File: src/rtl/ram512_arbiter_pkg.sv
// Shared types and defaults for the two-client ram512 arbiter.
// State and owner encodings are fixed so waveforms and other blocks can decode them.
package ram512_arbiter_pkg;

    localparam int unsigned ADDR_W_DEF = 9;
    localparam int unsigned DATA_W_DEF = 16;

    typedef enum logic [1:0] {
        ST_IDLE  = 2'd0,
        ST_ISSUE = 2'd1,
        ST_WAIT  = 2'd2,
        ST_RESP  = 2'd3
    } state_e;

    typedef enum logic {
        OWN_A = 1'b0,
        OWN_B = 1'b1
    } owner_e;

    // Client that gets priority after the given client has been served.
    function automatic owner_e other_owner(input owner_e o);
        return (o == OWN_A) ? OWN_B : OWN_A;
    endfunction

endpackage

File: src/rtl/ram512_arbiter_rr.sv
// Two-input round-robin arbiter: one-hot grant (bit 0 = A, bit 1 = B) from the
// request pair and a pointer that moves past the winner on each accept.
module rr_arbiter2
    import ram512_arbiter_pkg::*;
(
    input  logic       clk,
    input  logic       reset,
    input  logic [1:0] req,
    input  logic       accept,
    output logic [1:0] grant_c
);

    owner_e ptr_q;
    owner_e ptr_d;

    // ptr_q names the client that wins a tie.
    always_comb begin
        grant_c = 2'b00;
        case (req)
            2'b01:   grant_c = 2'b01;
            2'b10:   grant_c = 2'b10;
            2'b11:   grant_c = (ptr_q == OWN_A) ? 2'b01 : 2'b10;
            default: grant_c = 2'b00;
        endcase
    end

    always_comb begin
        ptr_d = ptr_q;
        if (accept && (grant_c != 2'b00)) begin
            ptr_d = other_owner(grant_c[0] ? OWN_A : OWN_B);
        end
    end

    always_ff @(posedge clk) begin
        if (reset) begin
            ptr_q <= OWN_A;
        end else begin
            ptr_q <= ptr_d;
        end
    end

endmodule

File: src/rtl/ram512_arbiter.sv
// Shares one ram512 between clients A and B: round-robin grant in IDLE, then a
// single in-flight ISSUE/WAIT/RESP sequence with a one-cycle response pulse.
module ram512_arbiter
    import ram512_arbiter_pkg::*;
#(
    parameter int unsigned ADDR_W     = ADDR_W_DEF,
    parameter int unsigned DATA_W     = DATA_W_DEF,
    parameter int unsigned RD_LATENCY = 1
) (
    input  logic              clk,
    input  logic              reset,

    input  logic              a_req_valid,
    output logic              a_req_ready,
    input  logic              a_req_we,
    input  logic [ADDR_W-1:0] a_req_addr,
    input  logic [DATA_W-1:0] a_req_wdata,
    output logic              a_rsp_valid,
    output logic [DATA_W-1:0] a_rsp_rdata,

    input  logic              b_req_valid,
    output logic              b_req_ready,
    input  logic              b_req_we,
    input  logic [ADDR_W-1:0] b_req_addr,
    input  logic [DATA_W-1:0] b_req_wdata,
    output logic              b_rsp_valid,
    output logic [DATA_W-1:0] b_rsp_rdata,

    output logic [ADDR_W-1:0] ram_addr,
    output logic [DATA_W-1:0] ram_data_in,
    output logic              ram_we,
    input  logic [DATA_W-1:0] ram_data_out,

    output logic              busy
);

    generate
        if (RD_LATENCY > 1) begin : g_bad_rd_latency
            $error("ram512_arbiter: RD_LATENCY must be 0 or 1");
        end
    endgenerate

    localparam bit ASYNC_RD = (RD_LATENCY == 0);

    state_e            state_q,       state_d;
    owner_e            owner_q,       owner_d;
    logic              we_q,          we_d;
    logic [ADDR_W-1:0] ram_addr_q,    ram_addr_d;
    logic [DATA_W-1:0] ram_data_in_q, ram_data_in_d;
    logic              ram_we_q,      ram_we_d;
    logic              a_rsp_valid_q, a_rsp_valid_d;
    logic [DATA_W-1:0] a_rsp_rdata_q, a_rsp_rdata_d;
    logic              b_rsp_valid_q, b_rsp_valid_d;
    logic [DATA_W-1:0] b_rsp_rdata_q, b_rsp_rdata_d;
    logic              busy_q,        busy_d;

    logic [1:0]        grant_c;
    logic              hs_a_c;
    logic              hs_b_c;
    logic              capture_c;
    logic [DATA_W-1:0] resp_data_c;

    rr_arbiter2 u_rr (
        .clk     (clk),
        .reset   (reset),
        .req     ({b_req_valid, a_req_valid}),
        .accept  (hs_a_c | hs_b_c),
        .grant_c (grant_c)
    );

    assign a_req_ready = (state_q == ST_IDLE) & grant_c[0];
    assign b_req_ready = (state_q == ST_IDLE) & grant_c[1];
    assign hs_a_c      = a_req_valid & a_req_ready;
    assign hs_b_c      = b_req_valid & b_req_ready;

    // Next-state, request latch and response capture.
    always_comb begin
        state_d       = state_q;
        owner_d       = owner_q;
        we_d          = we_q;
        ram_addr_d    = ram_addr_q;
        ram_data_in_d = ram_data_in_q;
        ram_we_d      = 1'b0;
        a_rsp_valid_d = 1'b0;
        a_rsp_rdata_d = a_rsp_rdata_q;
        b_rsp_valid_d = 1'b0;
        b_rsp_rdata_d = b_rsp_rdata_q;
        capture_c     = 1'b0;
        resp_data_c   = '0;

        case (state_q)
            ST_IDLE: begin
                if (hs_a_c) begin
                    owner_d       = OWN_A;
                    we_d          = a_req_we;
                    ram_addr_d    = a_req_addr;
                    ram_data_in_d = a_req_wdata;
                    ram_we_d      = a_req_we;
                    state_d       = ST_ISSUE;
                end else if (hs_b_c) begin
                    owner_d       = OWN_B;
                    we_d          = b_req_we;
                    ram_addr_d    = b_req_addr;
                    ram_data_in_d = b_req_wdata;
                    ram_we_d      = b_req_we;
                    state_d       = ST_ISSUE;
                end
            end
            ST_ISSUE: begin
                if (we_q || ASYNC_RD) begin
                    capture_c = 1'b1;
                    state_d   = ST_RESP;
                end else begin
                    state_d   = ST_WAIT;
                end
            end
            ST_WAIT: begin
                capture_c = 1'b1;
                state_d   = ST_RESP;
            end
            ST_RESP: begin
                state_d = ST_IDLE;
            end
            default: begin
                state_d = ST_IDLE;
            end
        endcase

        // The response registers load on entry to RESP, so the pulse lines up with RESP.
        if (capture_c) begin
            resp_data_c = we_q ? '0 : ram_data_out;
            if (owner_q == OWN_A) begin
                a_rsp_valid_d = 1'b1;
                a_rsp_rdata_d = resp_data_c;
            end else begin
                b_rsp_valid_d = 1'b1;
                b_rsp_rdata_d = resp_data_c;
            end
        end

        busy_d = (state_d != ST_IDLE);
    end

    always_ff @(posedge clk) begin
        if (reset) begin
            state_q       <= ST_IDLE;
            owner_q       <= OWN_A;
            we_q          <= 1'b0;
            ram_addr_q    <= '0;
            ram_data_in_q <= '0;
            ram_we_q      <= 1'b0;
            a_rsp_valid_q <= 1'b0;
            a_rsp_rdata_q <= '0;
            b_rsp_valid_q <= 1'b0;
            b_rsp_rdata_q <= '0;
            busy_q        <= 1'b0;
        end else begin
            state_q       <= state_d;
            owner_q       <= owner_d;
            we_q          <= we_d;
            ram_addr_q    <= ram_addr_d;
            ram_data_in_q <= ram_data_in_d;
            ram_we_q      <= ram_we_d;
            a_rsp_valid_q <= a_rsp_valid_d;
            a_rsp_rdata_q <= a_rsp_rdata_d;
            b_rsp_valid_q <= b_rsp_valid_d;
            b_rsp_rdata_q <= b_rsp_rdata_d;
            busy_q        <= busy_d;
        end
    end

    assign ram_addr    = ram_addr_q;
    assign ram_data_in = ram_data_in_q;
    assign ram_we      = ram_we_q;
    assign a_rsp_valid = a_rsp_valid_q;
    assign a_rsp_rdata = a_rsp_rdata_q;
    assign b_rsp_valid = b_rsp_valid_q;
    assign b_rsp_rdata = b_rsp_rdata_q;
    assign busy        = busy_q;

endmodule

File: config.mk
export PLATFORM = sky130hd
export DESIGN_NAME = ram512_arbiter
export DESIGN_NICKNAME = d
export VERILOG_FILES = /design/src/rtl/ram512_arbiter_pkg.sv /design/src/rtl/ram512_arbiter_rr.sv /design/src/rtl/ram512_arbiter.sv
export SDC_FILE = /design/constraint.sdc
export NUM_CORES = 1
export LEC_CHECK = 0
export CAP_MARGIN = 10
export CELL_PAD_IN_SITES_DETAIL_PLACEMENT = 1
export CELL_PAD_IN_SITES_GLOBAL_PLACEMENT = 2
export CORE_ASPECT_RATIO = 1.1
export CORE_MARGIN = 2
export CORE_UTILIZATION = 21
export CTS_CLUSTER_DIAMETER = 40
export DETAILED_ROUTE_END_ITERATION = 12
export PLACE_DENSITY_LB_ADDON = 0.05
export SYNTH_ARGS = -nofsm -noshare
export SYNTH_HDL_FRONTEND = slang
export SYNTH_HIERARCHICAL = 1
export SYNTH_SLANG_ARGS = --single-unit
File: constraint.sdc
create_clock -name clk -period 1.6 [get_ports clk]
set_input_delay 0.24 -clock clk [delete_from_list [all_inputs] [get_ports clk]]
set_output_delay 0.24 -clock clk [all_outputs]
set_load 0.02 [all_outputs]
==> CHANGELOG.md <==
### Metrics

- Status: finished, final reports clean
- Final core utilization: 0.3842
- Worst EP required: 1360 ps
- Vias: 2598
- Cell taking the most area after synthesis: dfxtp_1
- Yosys warning count: 6
- All-Layer GR Usage: 0.1318
- Total CTS buffers: 9
- Comb area leader: AND-OR/OR-AND gates
- Clock Latency Late Sink: 330 ps
- Post-route ant nets: 0
- Pwr per Cell Area: about 1300 mW/mm^2
- Setup_tns: 0 ps
- Htree depth: 3
- Final instance area: 0.005055 mm^2
- Post-synthesis instance area: approximately 0.0028 mm^2
- Logic power comb: around 0.0024 W
- # resized after CTS: 16
- WP buf/inv: 1
- Final Net Count: 502
- CP startpoint: ram_data_in[0]$_SDFFE_PP0P_
- Top area cell types: dfxtp_1, mux2i_1, o2bb2ai_1
- Achievable Freq: 651.2 MHz
- Via density: 4.381
- Clock skew: 3.183 ps
- Mux share: 0.1491
- Total leakage power: ~2.1 nW
- Die area: about 0.014 mm^2
- Main synth FF type: dfxtp_1
- Synth top cell by count: dfxtp_1
- Post-CTS setup repair buffer count: 2
- P_sw: 0.002024 W
- Overall Power: 0.006376 W
- GRT Residual Overflow: 0
- Int Power: 0.004352 W
- Mapped Cells: 267
- CTS root buf: clkbuf_16
- RSZ-0062 raised after global routing: no
- First-pass GRT wire length: roughly 15000 um
- Worst hold slack: between 300 and 400 ps
- DRC Markers: 0
- OpenROAD warnings: 29
- # Cells Yosys: 267
- Post-synth ARST share: 0
- Compound Share, Synth: 0.1726
- Dpl hpwl: 6116 um
- Hold buffers post-CTS: 0
- Worst path slowest cell: clkdlybuf4s50_1
- Final Hold Fails: 0
- CP Max Fanout: 2
- FF-to-FF Start: state_q[0]$_SDFF_PP0_
- Area after DPL: 0.004486 mm^2
- Reg area: about 0.0013 mm^2
- Sw frac: 0.3175
- Syn Area/Cell: 10.56 um^2
- CP arrival: 1300 ps
- Part of the cycle the worst path needs: 0.9598
- CTS tree: yes
- CP top delay family: buffers and inverters
- Syn nets: 342
- Clk pin slew, worst setup/hold paths: 50 ps
- Fp_density: 0.2143
- CP cell instances: clkdlybuf4s50_1
- Final WS setup: ~64 ps
- TritonRoute pass-1 iters: 4
- Count of final setup violators: 0
- CP max stage delay: 640 ps
- Non-filler instance count after layout: 593
- Logic area: around 0.0015 mm^2
- Rel. slew slack: 0.8001
- Cells after DPL: 566
- Max-slew violation count: 0
- Wire per inst: 16.33 um
- Clock network fraction of design power: 0.315
- Synth top area share: 0.4685
- Clk. pwr: approximately 0.0020 W
- Post-synth EDFFs: 0
- WS Path Type: reg -> out
- Post-synth seq share: 0.4685
- Worst hold path startpoint: reset
- Share of post-route cells with drive strength above 1: 0.1806
- Pwr top: combinational cells
- Deepest clock path buffer count: 2
- Routability cong.: between 0.7 and 0.8
- Clk sinks: around 66
- Final-layout fill cell count: approximately 1500
- Antenna diode count: 0
- Yosys Chip Area: 0.002820 mm^2
- #FFs+latches synth: 66
- Initial antenna violation count: 1
- Synth unique cells: 32
- Sequential Power Share: 0.314
- Synth Area in Adders: 0.01331
- Comb power frac: 0.371
- Std cell rows: 44
- Startpoint types: register
- Fin crit period: around 1500 ps
- Layout area overhead: 79.24%
- Largest net degree at the start of global routing: 40
- DP Worst Slack: -547.3 ps
- Seq. pwr: around 0.0020 W
- XOR/XNOR Area Share: 0
- Yosys simple share: 0.1531
- Port bufs: ~130
- I/O pins: between 100 and 150
- Crit. End Element: primary output
- Initial DRC Count: ~69
- Final wirelength: 9683 um
- Top cells by count: dfxtp_1, mux2i_1, o2bb2ai_1, o21ai_0, nand2b_1
- Number of global-route vias before repair: 2768
- Max-cap violations: 0
- Least-Margin Pin Slew: 299.4 ps
- Worst hold-check path type: in -> reg
-- metal layers --
metal,share of wire,global-route usage
met4,0.015,0.04878
met3,0.095,0.06302
met2,0.46,0.2047
met1,0.43,0.1573
met5,0,0
-- sequential cells by signal (all words and copies together) (netlist names) --
| name | flops |
|---|---|
| a_rsp_rdata | 16 |
| b_rsp_rdata | 16 |
| ram_data_in | 16 |
| ram_addr | 9 |
| state_q | 2 |
| a_rsp_valid | 1 |
| b_rsp_valid | 1 |
| busy | 1 |
| owner_q | 1 |
| ram_we | 1 |
| u_rr/ptr_q | 1 |
| we_q | 1 |
-- final cells by class --
| type | instances | area share |
|---|---|---|
| Clock buffer | 11 | 0.05000 |
| Clock inverter | 5 | 0.01040 |
| Inverter | 4 | 0.002970 |
| Multi-Input combinational cell | 179 | 0.2896 |
| Sequential cell | 66 | 0.2621 |
| Tap cell | 161 | 0.03985 |
| Timing Repair Buffer | 167 | 0.3450 |
-- final timing paths --
| path | end | slack (ps) | depth (start not counted) |
|---|---|---|---|
| hold / removal | ram_addr[8]$_SDFFE_PP0P_ | 350 | 3 |
| setup reg to reg | b_rsp_rdata[5]$_SDFFE_PP0P_ | 100 | 7 |
| setup / recovery | ram_data_in[0] | 60 | 1 |
| hold reg to reg | ram_data_in[2]$_SDFFE_PP0P_ | 460 | 1 |
-- cells in the final DEF (no fill, tap or decap), types with 7 or more instances in the layout --
| cell | instances |
|---|---|
| clkdlybuf4s50_1 | 126 |
| o21ai_0 | 22 |
| nand2b_1 | 19 |
| buf_12 | 7 |
| o21ai_1 | 10 |
| or3b_1 | 12 |
| o2bb2ai_1 | 26 |
| dfxtp_1 | 63 |
| mux2i_1 | 36 |
| buf_4 | 22 |
| clkbuf_16 | 13 |
| nor2b_1 | 16 |
**Clock wires, drivers and flops**

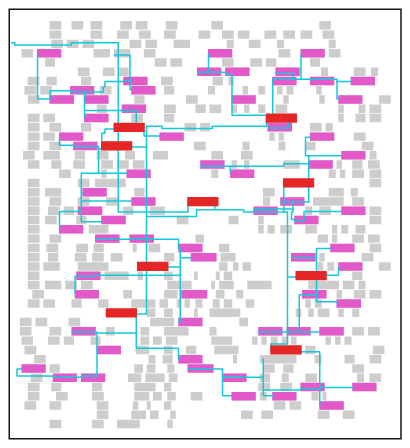
Magenta shows flip-flops, count 66. Red shows cells driving clock nets, count 9. Cyan shows clock wires, length 1090 um.
Position of the flops: spread over the die. There are 10 routed clock nets.

**Supply network**

Pins as bars on the die edge. Tap cells in gray.
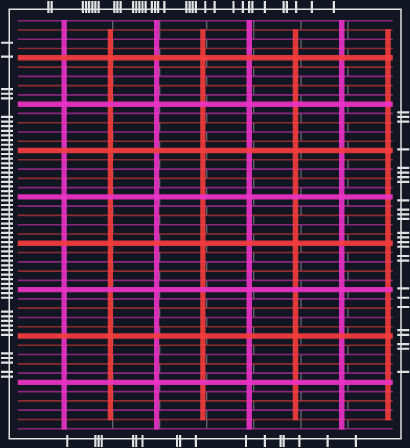
Red shows VDD. Magenta shows VSS.
The core has 44 rows. 135 signal pins sit on the boundary. 8 straps on met5. 8 straps on met4. 45 met1 rails follow the rows.
core area: 0.01316 mm^2
Die Y: 125.5 um
Peak VDD IR: 0.4320 mV
die width: 114.5 um

Power is estimated from default activity; no workload was simulated.
